Figure 1. Cell classes on the final placement (run 1).
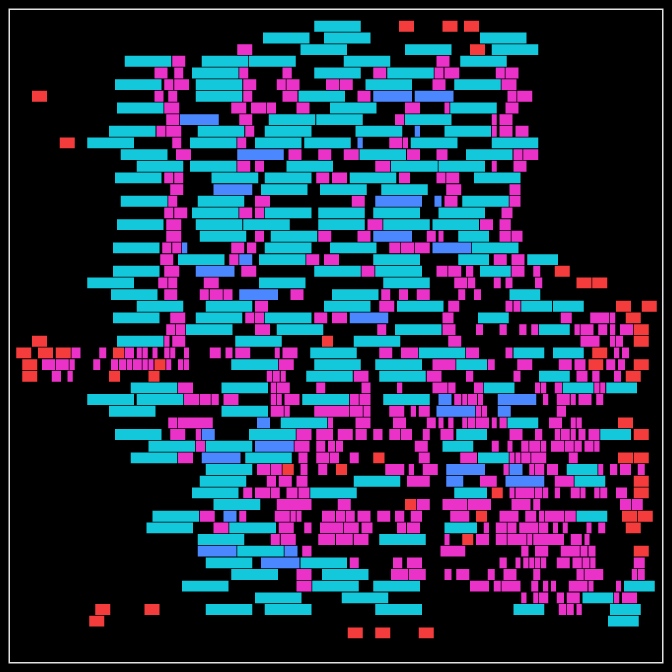
Figure 2. Gate-type map (run 1).
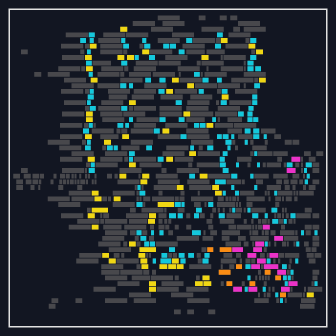
Figure 3. Clock wiring as the flow saved it (run 1).
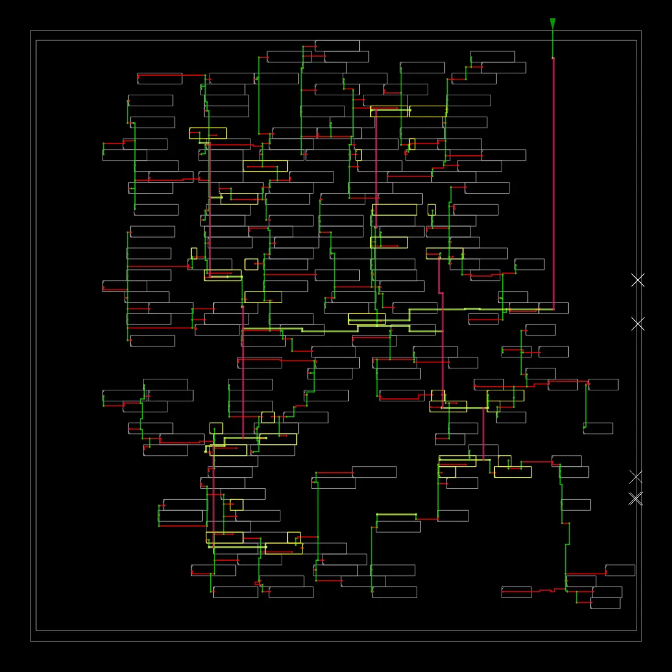
[src/rtl/proc9_pkg.sv]
// Shared definitions for the 9-bit processor and its program feeder.
// The opcode constants are also used by the processor core.
package proc9_pkg;

  localparam int WORD_W = 9;

  localparam logic [2:0] OP_MV  = 3'b000;
  localparam logic [2:0] OP_MVI = 3'b001;
  localparam logic [2:0] OP_ADD = 3'b010;
  localparam logic [2:0] OP_SUB = 3'b011;

  typedef enum logic [2:0] {
    ST_IDLE,
    ST_CHECK,
    ST_ISSUE,
    ST_OPERAND,
    ST_WAIT,
    ST_ERR
  } feeder_state_e;

  function automatic logic [2:0] opcode_of(input logic [WORD_W-1:0] word);
    return word[WORD_W-1 -: 3];
  endfunction

endpackage

[src/rtl/proc9_prog_ram.sv]
// Program store for the feeder: one synchronous write port and one
// combinational read port. Contents survive reset.
module proc9_prog_ram #(
  parameter int AW = 4,
  parameter int DW = proc9_pkg::WORD_W
) (
  input  logic          clock,
  input  logic          we,
  input  logic [AW-1:0] waddr,
  input  logic [DW-1:0] wdata,
  input  logic [AW-1:0] raddr,
  output logic [DW-1:0] rdata
);
  import proc9_pkg::*;

  logic [DW-1:0] mem_q [2**AW];

  always_ff @(posedge clock) begin
    if (we) mem_q[waddr] <= wdata;
  end

  assign rdata = mem_q[raddr];

endmodule

[src/rtl/proc9_program_feeder.sv]
// Feeds stored instruction words to the 9-bit processor, one Run pulse per
// instruction, supplying the MVI immediate and waiting for Done in between.
//
// state   | meaning
// IDLE    | not running; waits for Start with a nonzero length
// CHECK   | inspects mem[Pc]; faults if an MVI has no immediate word
// ISSUE   | DataOut = mem[Pc], Run = 1
// OPERAND | DataOut = mem[Pc+1] (MVI immediate); Done already accepted
// WAIT    | waits for Done, bounded by TIMEOUT
// ERR     | faulted; Start restarts
module proc9_program_feeder #(
  parameter int         AW      = 4,
  parameter int         WORD_W  = proc9_pkg::WORD_W,
  parameter int         TIMEOUT = 15,
  parameter logic [2:0] MVI_OP  = proc9_pkg::OP_MVI
) (
  input  logic              clock,
  input  logic              Reset,
  input  logic              ProgWe,
  input  logic [AW-1:0]     ProgAddr,
  input  logic [WORD_W-1:0] ProgData,
  input  logic [AW:0]       ProgLen,
  input  logic              Start,
  input  logic              Done,
  output logic [WORD_W-1:0] DataOut,
  output logic              Run,
  output logic              Busy,
  output logic              Finished,
  output logic              Error,
  output logic [AW:0]       Pc
);
  import proc9_pkg::*;

  localparam int          CW        = $clog2(TIMEOUT + 1);
  localparam logic [CW:0] TIMEOUT_C = (CW+1)'(TIMEOUT);
  localparam logic [AW:0] DEPTH     = (AW+1)'(2**AW);

  feeder_state_e     state_q, state_d;
  logic [WORD_W-1:0] dout_q, dout_d;
  logic              run_q, run_d, busy_q, busy_d;
  logic              fin_q, fin_d, err_q, err_d, mvi_q, mvi_d;
  logic [AW:0]       pc_q, pc_d, len_q, len_d;
  logic [CW-1:0]     cnt_q, cnt_d;

  logic [AW+1:0]     pc_plus1, pc_adv;
  logic [AW-1:0]     raddr;
  logic [WORD_W-1:0] rdata;
  logic              word_mvi, timed_out;

  proc9_prog_ram #(.AW(AW), .DW(WORD_W)) u_ram (
    .clock (clock),
    .we    (ProgWe & ~busy_q),
    .waddr (ProgAddr),
    .wdata (ProgData),
    .raddr (raddr),
    .rdata (rdata)
  );

  // Extra bit keeps Pc+1 / Pc+2 comparisons against len free of wrap.
  assign pc_plus1  = {1'b0, pc_q} + 1'b1;
  assign pc_adv    = {1'b0, pc_q} + (mvi_q ? (AW+2)'(2) : (AW+2)'(1));
  assign raddr     = (state_q == ST_ISSUE) ? pc_plus1[AW-1:0] : pc_q[AW-1:0];
  assign word_mvi  = (opcode_of(rdata) == MVI_OP);
  assign timed_out = ({1'b0, cnt_q} + 1'b1) >= TIMEOUT_C;

  always_comb begin
    state_d = state_q;
    dout_d  = dout_q;
    run_d   = 1'b0;
    fin_d   = fin_q;
    err_d   = err_q;
    mvi_d   = mvi_q;
    pc_d    = pc_q;
    len_d   = len_q;
    cnt_d   = cnt_q;
    case (state_q)
      ST_IDLE, ST_ERR: begin
        if (Start && (ProgLen != '0)) begin
          len_d   = (ProgLen > DEPTH) ? DEPTH : ProgLen;
          pc_d    = '0;
          fin_d   = 1'b0;
          err_d   = 1'b0;
          state_d = ST_CHECK;
        end
      end
      ST_CHECK: begin
        if (word_mvi && (pc_plus1 >= {1'b0, len_q})) begin
          err_d   = 1'b1;
          state_d = ST_ERR;
        end else begin
          dout_d  = rdata;
          run_d   = 1'b1;
          cnt_d   = '0;
          mvi_d   = word_mvi;
          state_d = ST_ISSUE;
        end
      end
      ST_ISSUE: begin
        if (mvi_q) begin
          dout_d  = rdata;
          state_d = ST_OPERAND;
        end else begin
          state_d = ST_WAIT;
        end
      end
      ST_OPERAND, ST_WAIT: begin
        if (Done) begin
          pc_d = pc_adv[AW:0];
          if (pc_adv >= {1'b0, len_q}) begin
            fin_d   = 1'b1;
            state_d = ST_IDLE;
          end else begin
            state_d = ST_CHECK;
          end
        end else if (timed_out) begin
          err_d   = 1'b1;
          state_d = ST_ERR;
        end else begin
          cnt_d   = cnt_q + 1'b1;
          state_d = ST_WAIT;
        end
      end
      default: state_d = ST_IDLE;
    endcase
    busy_d = (state_d != ST_IDLE) && (state_d != ST_ERR);
  end

  always_ff @(posedge clock) begin
    if (Reset) begin
      state_q <= ST_IDLE;
      dout_q  <= '0;
      run_q   <= 1'b0;
      busy_q  <= 1'b0;
      fin_q   <= 1'b0;
      err_q   <= 1'b0;
      mvi_q   <= 1'b0;
      pc_q    <= '0;
      len_q   <= '0;
      cnt_q   <= '0;
    end else begin
      state_q <= state_d;
      dout_q  <= dout_d;
      run_q   <= run_d;
      busy_q  <= busy_d;
      fin_q   <= fin_d;
      err_q   <= err_d;
      mvi_q   <= mvi_d;
      pc_q    <= pc_d;
      len_q   <= len_d;
      cnt_q   <= cnt_d;
    end
  end

  assign DataOut  = dout_q;
  assign Run      = run_q;
  assign Busy     = busy_q;
  assign Finished = fin_q;
  assign Error    = err_q;
  assign Pc       = pc_q;

endmodule

[config.mk]
export PLATFORM = sky130hd
export DESIGN_NAME = proc9_program_feeder
export DESIGN_NICKNAME = d
export VERILOG_FILES = /design/src/rtl/proc9_pkg.sv /design/src/rtl/proc9_prog_ram.sv /design/src/rtl/proc9_program_feeder.sv
export SDC_FILE = /design/constraint.sdc
export NUM_CORES = 1
export LEC_CHECK = 0
export CORE_UTILIZATION = 38
export DETAILED_ROUTE_END_ITERATION = 8
export PLACE_DENSITY = 0.65
export SETUP_SLACK_MARGIN = 0.3
export SYNTH_ARGS = -nofsm -noshare
export SYNTH_HDL_FRONTEND = slang
export SYNTH_SLANG_ARGS = --single-unit
[constraint.sdc]
create_clock -name clock -period 7.5 [get_ports clock]
set_clock_uncertainty 0.15 [all_clocks]
set_input_delay 0.75 -clock clock [delete_from_list [all_inputs] [get_ports clock]]
set_output_delay 0.75 -clock clock [all_outputs]
set_load 0.01 [all_outputs]
==> tab_implementation.tex, run 1 <==
% Auto-generated results table
\begin{tabular}{lr}
\hline
Metric & Value \\
\hline
\multicolumn{2}{l}{\textbf{Job}} \\
Max Cap Violations & 0 \\
Tool Warnings & 27 \\
\multicolumn{2}{l}{\textbf{Pwr}} \\
Largest voltage drop on the vdd net & 106.8 uV \\
Power attributed to combinational cells & 0.207 mW \\
Leakage power of the design & 3.070 nW \\
Total internal power & 1.650 mW \\
Proportion of power drawn by the clock network & 40.4\% \\
Switch share & 24.21\% \\
\multicolumn{2}{l}{\textbf{Worst setup path}} \\
Standard cell with the maximum stage delay on the critical path & nor4b\_2 \\
Crit path capture type & flop \\
Startpoint class of the critical path & flop \\
Crit path cell chain & ha\_2, buf\_4, nor4b\_2, a22oi\_2, or2\_2, a221oi\_1, nand4\_1, and3\_1, o221ai\_1, a21oi\_1 \\
Worst stage delay on the critical path & 0.55 ns \\
\multicolumn{2}{l}{\textbf{Clocking}} \\
Root buffer cell & clkbuf\_16 \\
H-Tree Level Count & 4 \\
Resized Gates After CTS & 0 \\
Insertion delay at the late pin of the worst-skew pair & 0.43 ns \\
Number of buffers inserted for hold repair after clock tree synthesis & 0 \\
CTS max path bufs & 2 \\
TritonCTS clock tree & built \\
\multicolumn{2}{l}{\textbf{Final timing}} \\
Worst slew margin & 23.01\% \\
Final min period & 3.913 ns \\
Final slew viol count & 0 \\
\multicolumn{2}{l}{\textbf{Floorplanning}} \\
Number of placed I/O pins & 41 \\
Die Outline Area & 23,120 um\^{}2 \\
Area of the core & 21,960 um\^{}2 \\
DIE HEIGHT & 152.0 um \\
\multicolumn{2}{l}{\textbf{Yosys}} \\
Adder Area Share & 2.545\% \\
Basic Gates by Area & 12.37\% \\
Mapped Area & 8554 um\^{}2 \\
Dominant combinational cell family by area after synthesis & AND-OR/OR-AND gates \\
Fraction of registers with async set or reset after synthesis & 0\% \\
Aoi/oai-family share of the synthesized area & 15.27\% \\
Biggest area consumer among synthesized cells & edfxtp\_1 \\
Dominant synthesized flop cell & edfxtp\_1 \\
Most used standard cell by instance count after synthesis & edfxtp\_1 \\
Number of nets at floorplan & 740 \\
Area of the synthesized netlist per yosys stat & 8554 um\^{}2 \\
Post-synth seq share & 57.80\% \\
Ys flops & 175 \\
\multicolumn{2}{l}{\textbf{Placed design}} \\
Pre-CTS worst setup slack & 3.608 ns \\
Count of buffers inserted at the top-level ports & 40 \\
\multicolumn{2}{l}{\textbf{Route}} \\
Drt first pass iters & 7 \\
Vias post-DR & 5,899 \\
Final routed wire length divided by cell count & 20.14 um \\
Count of unresolved DRC violations after routing & 7 \\
\multicolumn{2}{l}{\textbf{Outcome}} \\
Status & complete, but fails checks \\
Violated checks & design-rule violations \\
\multicolumn{2}{l}{\textbf{Global routing}} \\
Antenna violations before repair & 0 \\
Global-route wire length before repair & 32,360 um \\
\multicolumn{2}{l}{\textbf{Cells and area}} \\
Most numerous logic cells after layout & edfxtp\_1 (144), mux2i\_1 (55), nor2\_1 (52) \\
Logic area & 3353 um\^{}2 \\
Area growth from synthesis to layout & 14.20\% \\
Net count reported at finish & 758 \\
\hline
\end{tabular}
-- Figure 1 (at the start) --
- registers: cyan (cells 175)
- remaining buffers and delay cells: red (cells 52)
- clock drivers and dummy loads: blue (cells 32)
- remaining logic cells: magenta (cells 473)
total number of placement rows: 54
utilization of the core after routing: 44.49%

-- Figure 2 (at the start) --
- xor and xnor cells: orange (cells 9; most used xnor2_1; where south-east)
- fa/ha/maj cells: magenta (cells 17; most used ha_1; where south-east)
- aoi and oai cells: cyan (cells 157; most used o221ai_1)
- mux cells: yellow (cells 63; most used mux2i_1)
final cell count without fillers: 1,012
most instantiated logic cell after routing: edfxtp_1
multi-input logic portion of the cell area: 34.32%

-- Figure 3 (at the start) --
number of buffers inserted during clock tree synthesis: 17
power drawn by the clock network: 0.879 mW
clock sink total: 175
Flops: 175
number of clock buffer instances in the layout: 17

-- run 1: sequential cells by signal, indices dropped and copies added, names as in the netlist --
signal,flops
Busy,1
Error,1
cnt_q,4
state_q,3
Finished,1
Run,1
u_ram.mem_q,144
mvi_q,1
DataOut,9
Pc,5
len_q,5
-- run 1: final timing paths --
check | cells past startpoint | slack, ns | to | from
setup / recovery | 10 | 3.59 | DataOut[2] | Pc[0]
hold / removal | 2 | 0.32 | DataOut[0] | DataOut[0]
setup reg to reg | 10 | 3.59 | DataOut[2] | Pc[0]
hold reg to reg | 2 | 0.32 | DataOut[0] | DataOut[0]
-- run 1: worst max-delay path, delay by kind of cell, from the launching register on --
family | cells | cell delay, ns
AOI/OAI and AO/OA | 4 | 1.00
buffers and inverters | 1 | 0.38
DFF | 1 | 0.32
adders and majority gates | 1 | 0.42
and+or+nand+nor | 4 | 1.48
-- run 1: routing by layer --
metal  global-route usage [%]  share of wire (%)  vias up  wire [um]
met5                        0                  0        -          0
met4                    6.414                1.8        0        364
met3                    2.738                4.6       27        938
met2                    28.99                 47      171       9547
met1                    25.23                 47     2908       9533
li1                         -                  -     2793          -
-- run 1: per-stage QoR --
stage | instance area [um^2] | total power, mW | instances
after floorplan | 8554 | 1.236 | 701
after global placement | 9186 | 1.316 | 980
after detailed placement | 9186 | 1.319 | 980
after CTS | 9769 | 2.186 | 1012
after global routing | 9769 | 2.249 | 1012
final | 9769 | 2.177 | 1012
-- run 1: final cells by class --
class	count	area share, %
sequential	175	50.64
multi-input combinational	461	34.32
timing repair buffer	52	5.020
clock buffer	17	4.355
tap	280	3.586
clock inverter	15	1.614
inverter	12	0.4611
==> run 2, diff against run 1 <==
- clock period: 7.5 -> 4 ns (I/O delays scaled with it)
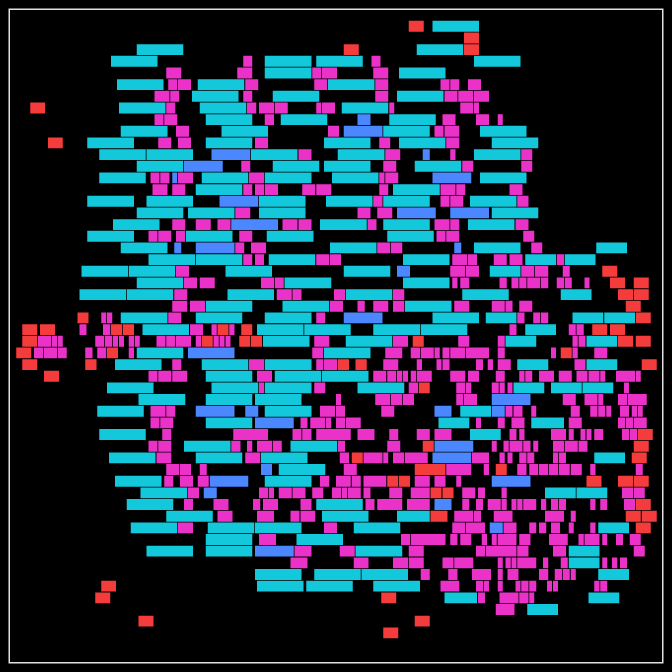
Figure 4: run 2, cell classes on the final placement.
- registers: cyan (cells 175)
- remaining logic cells: magenta (cells 473)
- clock drivers and dummy loads: blue (cells 32)
- remaining buffers and delay cells: red (cells 64)
post-route standard cell area excluding fillers: 9881 um^2
area of the core: 21,960 um^2

==> tab_implementation.tex, run 2 <==
% Auto-generated results table
\begin{tabular}{lr}
\hline
Metric & Value \\
\hline
\multicolumn{2}{l}{\textbf{Clocking}} \\
Number of buffers inserted during clock tree synthesis & 17 (unchanged) \\
H-Tree Level Count & 4 (unchanged) \\
Number of buffers inserted for hold repair after clock tree synthesis & 0 (unchanged) \\
Insertion delay at the late pin of the worst-skew pair & 0.42 ns (about the same) \\
TritonCTS clock tree & built \\
Root buffer cell & clkbuf\_16 \\
\multicolumn{2}{l}{\textbf{Cells and area}} \\
Logic area & 3353 um\^{}2 (unchanged) \\
Max FFs per register & 144 (unchanged) \\
Utilization of the core after routing & 45.00\% (+0.51 points) \\
Largest reg by FF count & u\_ram.mem\_q \\
Most numerous logic cells after layout & edfxtp\_1 (144), mux2i\_1 (55), nor2\_1 (52) \\
Net count reported at finish & 770 (+1.6\%) \\
Final cell count without fillers & 1,024 (+1.2\%) \\
Most instantiated logic cell after routing & edfxtp\_1 \\
\multicolumn{2}{l}{\textbf{Yosys}} \\
Number of nets at floorplan & 740 (unchanged) \\
Leading post-synthesis cells by instance count & edfxtp\_1 (144), mux2i\_1 (55), nor2\_1 (52) \\
Mapped Area & 8554 um\^{}2 (unchanged) \\
Fraction of registers with async set or reset after synthesis & 0\% (unchanged) \\
Biggest area consumer among synthesized cells & edfxtp\_1 \\
Dominant synthesized flop cell & edfxtp\_1 \\
Ys flops & 175 (unchanged) \\
Most used standard cell by instance count after synthesis & edfxtp\_1 \\
Area of the synthesized netlist per yosys stat & 8554 um\^{}2 (unchanged) \\
Post-synth seq share & 57.80\% (unchanged) \\
\multicolumn{2}{l}{\textbf{Final timing}} \\
Worst slew margin & 31.55\% (+8.5 points) \\
Final slew viol count & 0 (unchanged) \\
\multicolumn{2}{l}{\textbf{Global routing}} \\
Maximum number of pins on one net before global-route repair & 74 \\
Antenna violations before repair & 1 (+1) \\
Global-route wire length before repair & 32,210 um (-0.47\%) \\
\multicolumn{2}{l}{\textbf{Worst setup path}} \\
Crit path capture type & flop \\
Standard cell with the maximum stage delay on the critical path & dfxtp\_1 \\
Startpoint class of the critical path & flop \\
Crit path cell chain & or3b\_4, buf\_4, mux2i\_1, o2111ai\_1, a32o\_1, o2111ai\_2, and3\_1, o221ai\_1, a21oi\_1 \\
Kind of cell adding the most delay to the critical path & AND-OR/OR-AND gates \\
Data arrival time of the critical path & 3.67 ns \\
Worst stage delay on the critical path & 0.64 ns (+0.09 ns) \\
Count of buffer and inverter cells on the critical path & 1 (unchanged) \\
\multicolumn{2}{l}{\textbf{Job}} \\
Tool Warnings & 27 (unchanged) \\
Max Cap Violations & 0 (unchanged) \\
\multicolumn{2}{l}{\textbf{Placed design}} \\
Pre-CTS worst setup slack & 0.5369 ns (-3.071 ns) \\
Count of buffers inserted at the top-level ports & 40 (unchanged) \\
Area of placed instances & 9289 um\^{}2 (+1.1\%) \\
\multicolumn{2}{l}{\textbf{Outcome}} \\
Violated checks & design-rule violations \\
Status & complete, but fails checks \\
\multicolumn{2}{l}{\textbf{Route}} \\
Count of unresolved DRC violations after routing & 14 (+7) \\
Drt first pass iters & 7 (unchanged) \\
Vias post-DR & 5,911 (+0.20\%) \\
\multicolumn{2}{l}{\textbf{Pwr}} \\
Total power after layout & 4.081 mW (+87\%) \\
Leakage power of the design & 3.137 nW (+2.2\%) \\
Largest voltage drop on the vdd net & 223.2 uV (+110\%) \\
\multicolumn{2}{l}{\textbf{Floorplanning}} \\
Die Outline Area & 23,120 um\^{}2 (unchanged) \\
DIE HEIGHT & 152.0 um (unchanged) \\
Number of placed I/O pins & 41 (unchanged) \\
\hline
\end{tabular}
run 2: cell type report:
| class | count | area share, % |
|---|---|---|
| Tap cell | 280 | 3.546 |
| Inverter | 12 | 0.4559 |
| Clock buffer | 18 | 4.343 |
| Sequential cell | 175 | 50.08 |
| Multi-Input combinational cell | 461 | 33.94 |
| Clock inverter | 14 | 1.596 |
| Timing Repair Buffer | 64 | 6.040 |
run 2: where the power goes:
part	total [mW]	switching (mW)	internal (mW)
Clock	1.64	0.710	0.933
Combinational	0.392	0.236	0.156
Sequential	2.05	0.0331	2.01
run 2: cells by family (layout without fill, tap and decap cells):
| group | after synthesis | after routing | synth area share (%) |
|---|---|---|---|
| mux | 63 | 63 | 7.883 |
| xor+xnor | 9 | 9 | 1.009 |
| buf+inv | 65 | 108 | 3.115 |
| simple gates | 200 | 200 | 12.37 |
| flops | 175 | 175 | 57.80 |
| fa+ha+maj | 17 | 17 | 2.545 |
| compound gates | 172 | 172 | 15.27 |
run 2: final timing paths:
path	start	to	slack [ns]	cells after the start
hold reg to reg	DataOut[4]	DataOut[4]	0.32	2
setup / recovery	state_q[2]	DataOut[8]	0.53	9
hold / removal	DataOut[4]	DataOut[4]	0.32	2
setup reg to reg	state_q[2]	DataOut[8]	0.53	9
run 2: layer usage:
layer / routed length [um] / vias up / part of all wire (%) / GRT usage (%)
met5: 0 / - / 0 / 0
met4: 206 / 0 / 1.0 / 4.908
met3: 1418 / 18 / 7.0 / 4.877
met2: 9187 / 182 / 45 / 27.54
met1: 9401 / 2893 / 47 / 25.42
li1: - / 2818 / - / -
run 2: timing repair:
item	in CTS	in global routing
resized	0	2
setup endpoints to repair	0	6
endpoints found under the hold margin	0	0
buffers inserted	0	0
==> run 3, diff against run 2 <==
- CORE_ASPECT_RATIO: not set -> 0.7
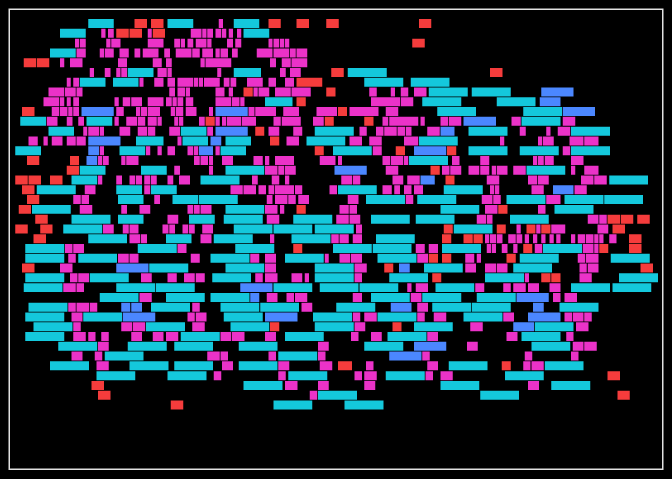
Figure 5: run 3, cell classes on the final placement.
- registers: cyan (cells 175)
- remaining logic cells: magenta (cells 473)
- remaining buffers and delay cells: red (cells 79)
- clock drivers and dummy loads: blue (cells 32)
total number of placement rows: 45
post-route standard cell area excluding fillers: 10,000 um^2
area of the core: 21,900 um^2
register share of the cell area: 49.48%

==> tab_implementation.tex, run 3 <==
% Auto-generated results table
\begin{tabular}{lr}
\hline
Metric & Value \\
\hline
\multicolumn{2}{l}{\textbf{Route}} \\
Vias post-DR & 6,169 (+4.4\%) \\
Count of unresolved DRC violations after routing & 0 (-14) \\
Detailed-routed wire length on met3 & 2289 um (+61\%) \\
Total length of routed wires & 22,720 um \\
DR top layer & met4 \\
Number of violations reported at the end of detailed-routing iteration 0 & 736 \\
Drt first pass iters & 5 (-2) \\
Met2 wire length & 8868 um (-3.5\%) \\
Routed metal-1 wirelength & 11,390 um (+21\%) \\
\multicolumn{2}{l}{\textbf{Global routing}} \\
Met2 Resource Use GR & 26.31\% (-1.2 points) \\
Met1 global-route usage & 32.36\% (+6.9 points) \\
Routing usage on met3 & 6.357\% (+1.5 points) \\
Global-route wire length before repair & 35,230 um (+9.4\%) \\
Total congestion overflow & 0 \\
Most used routing layer & met1 \\
Antenna violations before repair & 0 (-1) \\
Number of global-route vias before repair & 5,681 \\
Maximum number of pins on one net before global-route repair & 55 (-26\%) \\
\multicolumn{2}{l}{\textbf{Cells and area}} \\
Fraction of final layout cells with drive strength greater than 1 & 12.78\% \\
ANT cells & 0 \\
Largest reg by FF count & u\_ram.mem\_q \\
Most numerous logic cells after layout & edfxtp\_1 (144), mux2i\_1 (55), nor2\_1 (52) \\
Max FFs per register & 144 (unchanged) \\
Area growth from synthesis to layout & 16.91\% \\
Final cell count without fillers & 1,041 (+1.7\%) \\
Logic area & 3353 um\^{}2 (unchanged) \\
Most instantiated logic cell after routing & edfxtp\_1 \\
Sequential cell area in the final layout & 4949 um\^{}2 \\
Fill cell total of the finished layout & 1,975 \\
Net count reported at finish & 785 (+1.9\%) \\
\multicolumn{2}{l}{\textbf{Pwr}} \\
P per Cell Area & 410.8 nW/um\^{}2 \\
Leakage power of the design & 3.210 nW (+2.3\%) \\
Largest voltage drop on the vdd net & 297.5 uV (+33\%) \\
\multicolumn{2}{l}{\textbf{Outcome}} \\
Status & finished clean \\
\multicolumn{2}{l}{\textbf{Placed design}} \\
Dpl hpwl & 14,900 um \\
Final Wtd Congestion & 0.8340 \\
Number of placed cells counting well taps & 1,005 \\
Count of buffers inserted at the top-level ports & 40 (unchanged) \\
Area of placed instances & 9374 um\^{}2 (+0.92\%) \\
\multicolumn{2}{l}{\textbf{Yosys}} \\
Dominant synthesized flop cell & edfxtp\_1 \\
Mapped Area & 8554 um\^{}2 (unchanged) \\
Fraction of registers with async set or reset after synthesis & 0\% (unchanged) \\
Synthesized instance count & 701 \\
Ys flops & 175 (unchanged) \\
Biggest area consumer among synthesized cells & edfxtp\_1 \\
Post-synth tally of flip-flops with integrated enable & 144 \\
Cell total in the yosys stat output & 701 \\
Area of the synthesized netlist per yosys stat & 8554 um\^{}2 (unchanged) \\
Leading post-synthesis cells by instance count & edfxtp\_1 (144), mux2i\_1 (55), nor2\_1 (52) \\
Distinct lib cells used & 67 \\
Top-area cell share & 50.55\% \\
Most used standard cell by instance count after synthesis & edfxtp\_1 \\
Number of nets at floorplan & 740 (unchanged) \\
Post-synth seq share & 57.80\% (unchanged) \\
Average size of a mapped cell & 12.20 um\^{}2 \\
\multicolumn{2}{l}{\textbf{Clocking}} \\
H-Tree Level Count & 4 (unchanged) \\
Root buffer cell & clkbuf\_16 \\
Post-CTS Setup Inserts & 0 (unchanged) \\
Clock sink total & 175 \\
Number of buffers inserted during clock tree synthesis & 17 (unchanged) \\
Insertion delay at the late pin of the worst-skew pair & 0.44 ns (+0.02 ns) \\
TritonCTS clock tree & built \\
Number of buffers inserted for hold repair after clock tree synthesis & 0 (unchanged) \\
CTS clk-pin slew, worst paths & 0.07 ns \\
Resized Gates After CTS & 0 (unchanged) \\
\multicolumn{2}{l}{\textbf{Floorplanning}} \\
Number of placed I/O pins & 41 (unchanged) \\
Die width & 181.3 um \\
Die Outline Area & 23,130 um\^{}2 (about the same) \\
DIE HEIGHT & 127.5 um (-16\%) \\
\multicolumn{2}{l}{\textbf{Worst setup path}} \\
Setup Crit Path Kind & reg -> reg \\
Worst stage delay on the critical path & 0.57 ns (-0.07 ns) \\
Highest fanout seen on the critical path & 27 \\
Startpoint class of the critical path & flop \\
Standard cell with the maximum stage delay on the critical path & dfxtp\_1 \\
Crit path cell chain & or3b\_4, buf\_4, mux2i\_1, a211oi\_1, a221oi\_1, buf\_4, nand4\_1, and3\_1, o221ai\_1, a21oi\_1 \\
Crit path capture type & flop \\
Data arrival time of the critical path & 3.63 ns (-0.04 ns) \\
\multicolumn{2}{l}{\textbf{Final timing}} \\
Worst slew margin & 43.27\% (+12 points) \\
Slew at the pin closest to its max-slew limit & 0.8468 ns \\
Period utilisation layout & 86.63\% \\
Hold Violations, Final & 0 \\
Final slew viol count & 0 (unchanged) \\
Total negative slack for setup checks & 0 ns \\
\multicolumn{2}{l}{\textbf{Job}} \\
Tool Warnings & 27 (unchanged) \\
Max Cap Violations & 0 (unchanged) \\
\hline
\end{tabular}
-- run 3: where the power goes --
part,internal (mW),switching [mW],leakage [nW],total [mW]
clock network,0.839,0.808,0.282,1.65
registers,2.01,0.0348,1.55,2.05
logic,0.166,0.249,1.38,0.415
-- run 3: logic make-up after synthesis --
family	Yosys count	share of synthesized area (%)
buffers and inverters	65	3.115
AOI/OAI and AO/OA	172	15.27
DFF	175	57.80
and+or+nand+nor	200	12.37
muxes	63	7.883
xor gates and xnor gates	9	1.009
adders and majority gates	17	2.545
-- run 3: per-stage QoR --
step	util [%]	total power [mW]	hold WS, ns	worst slack [ns]
2_1_floorplan	-	2.317	0.3070	0.3185
3_3_place_gp	42.80	2.484	0.3205	0.5639
3_5_place_dp	42.80	2.488	0.3072	0.4707
4_1_cts	45.50	4.129	0.3426	0.4600
5_1_grt	45.66	4.262	0.3668	0.3208
6_report	45.66	4.108	0.3453	0.5349
-- run 3: final timing paths --
check,from,endpoint,slack (ns),depth (start not counted)
hold / removal,Error,Error,0.35,2
hold reg to reg,Error,Error,0.35,2
setup reg to reg,state_q[0],DataOut[2],0.53,10
setup / recovery,state_q[0],DataOut[2],0.53,10
-- run 3: worst max-delay path, delay by kind of cell (launching register included) --
| family | cells | cell delay [ns] |
|---|---|---|
| AND-OR/OR-AND | 4 | 0.82 |
| buffers and inverters | 2 | 0.52 |
| flip-flops | 1 | 0.57 |
| multiplexers | 1 | 0.23 |
| AND/OR/NAND/NOR | 3 | 1.03 |
-- run 3: area by class of cell --
class / count / area share, %
clock buffer: 17 / 4.254
clock inverter: 15 / 1.664
inverter: 12 / 0.4504
multi-input combinational: 461 / 33.53
sequential: 175 / 49.48
tap: 282 / 3.528
timing repair buffer: 79 / 7.094
Power is estimated from default activity; no workload was simulated.
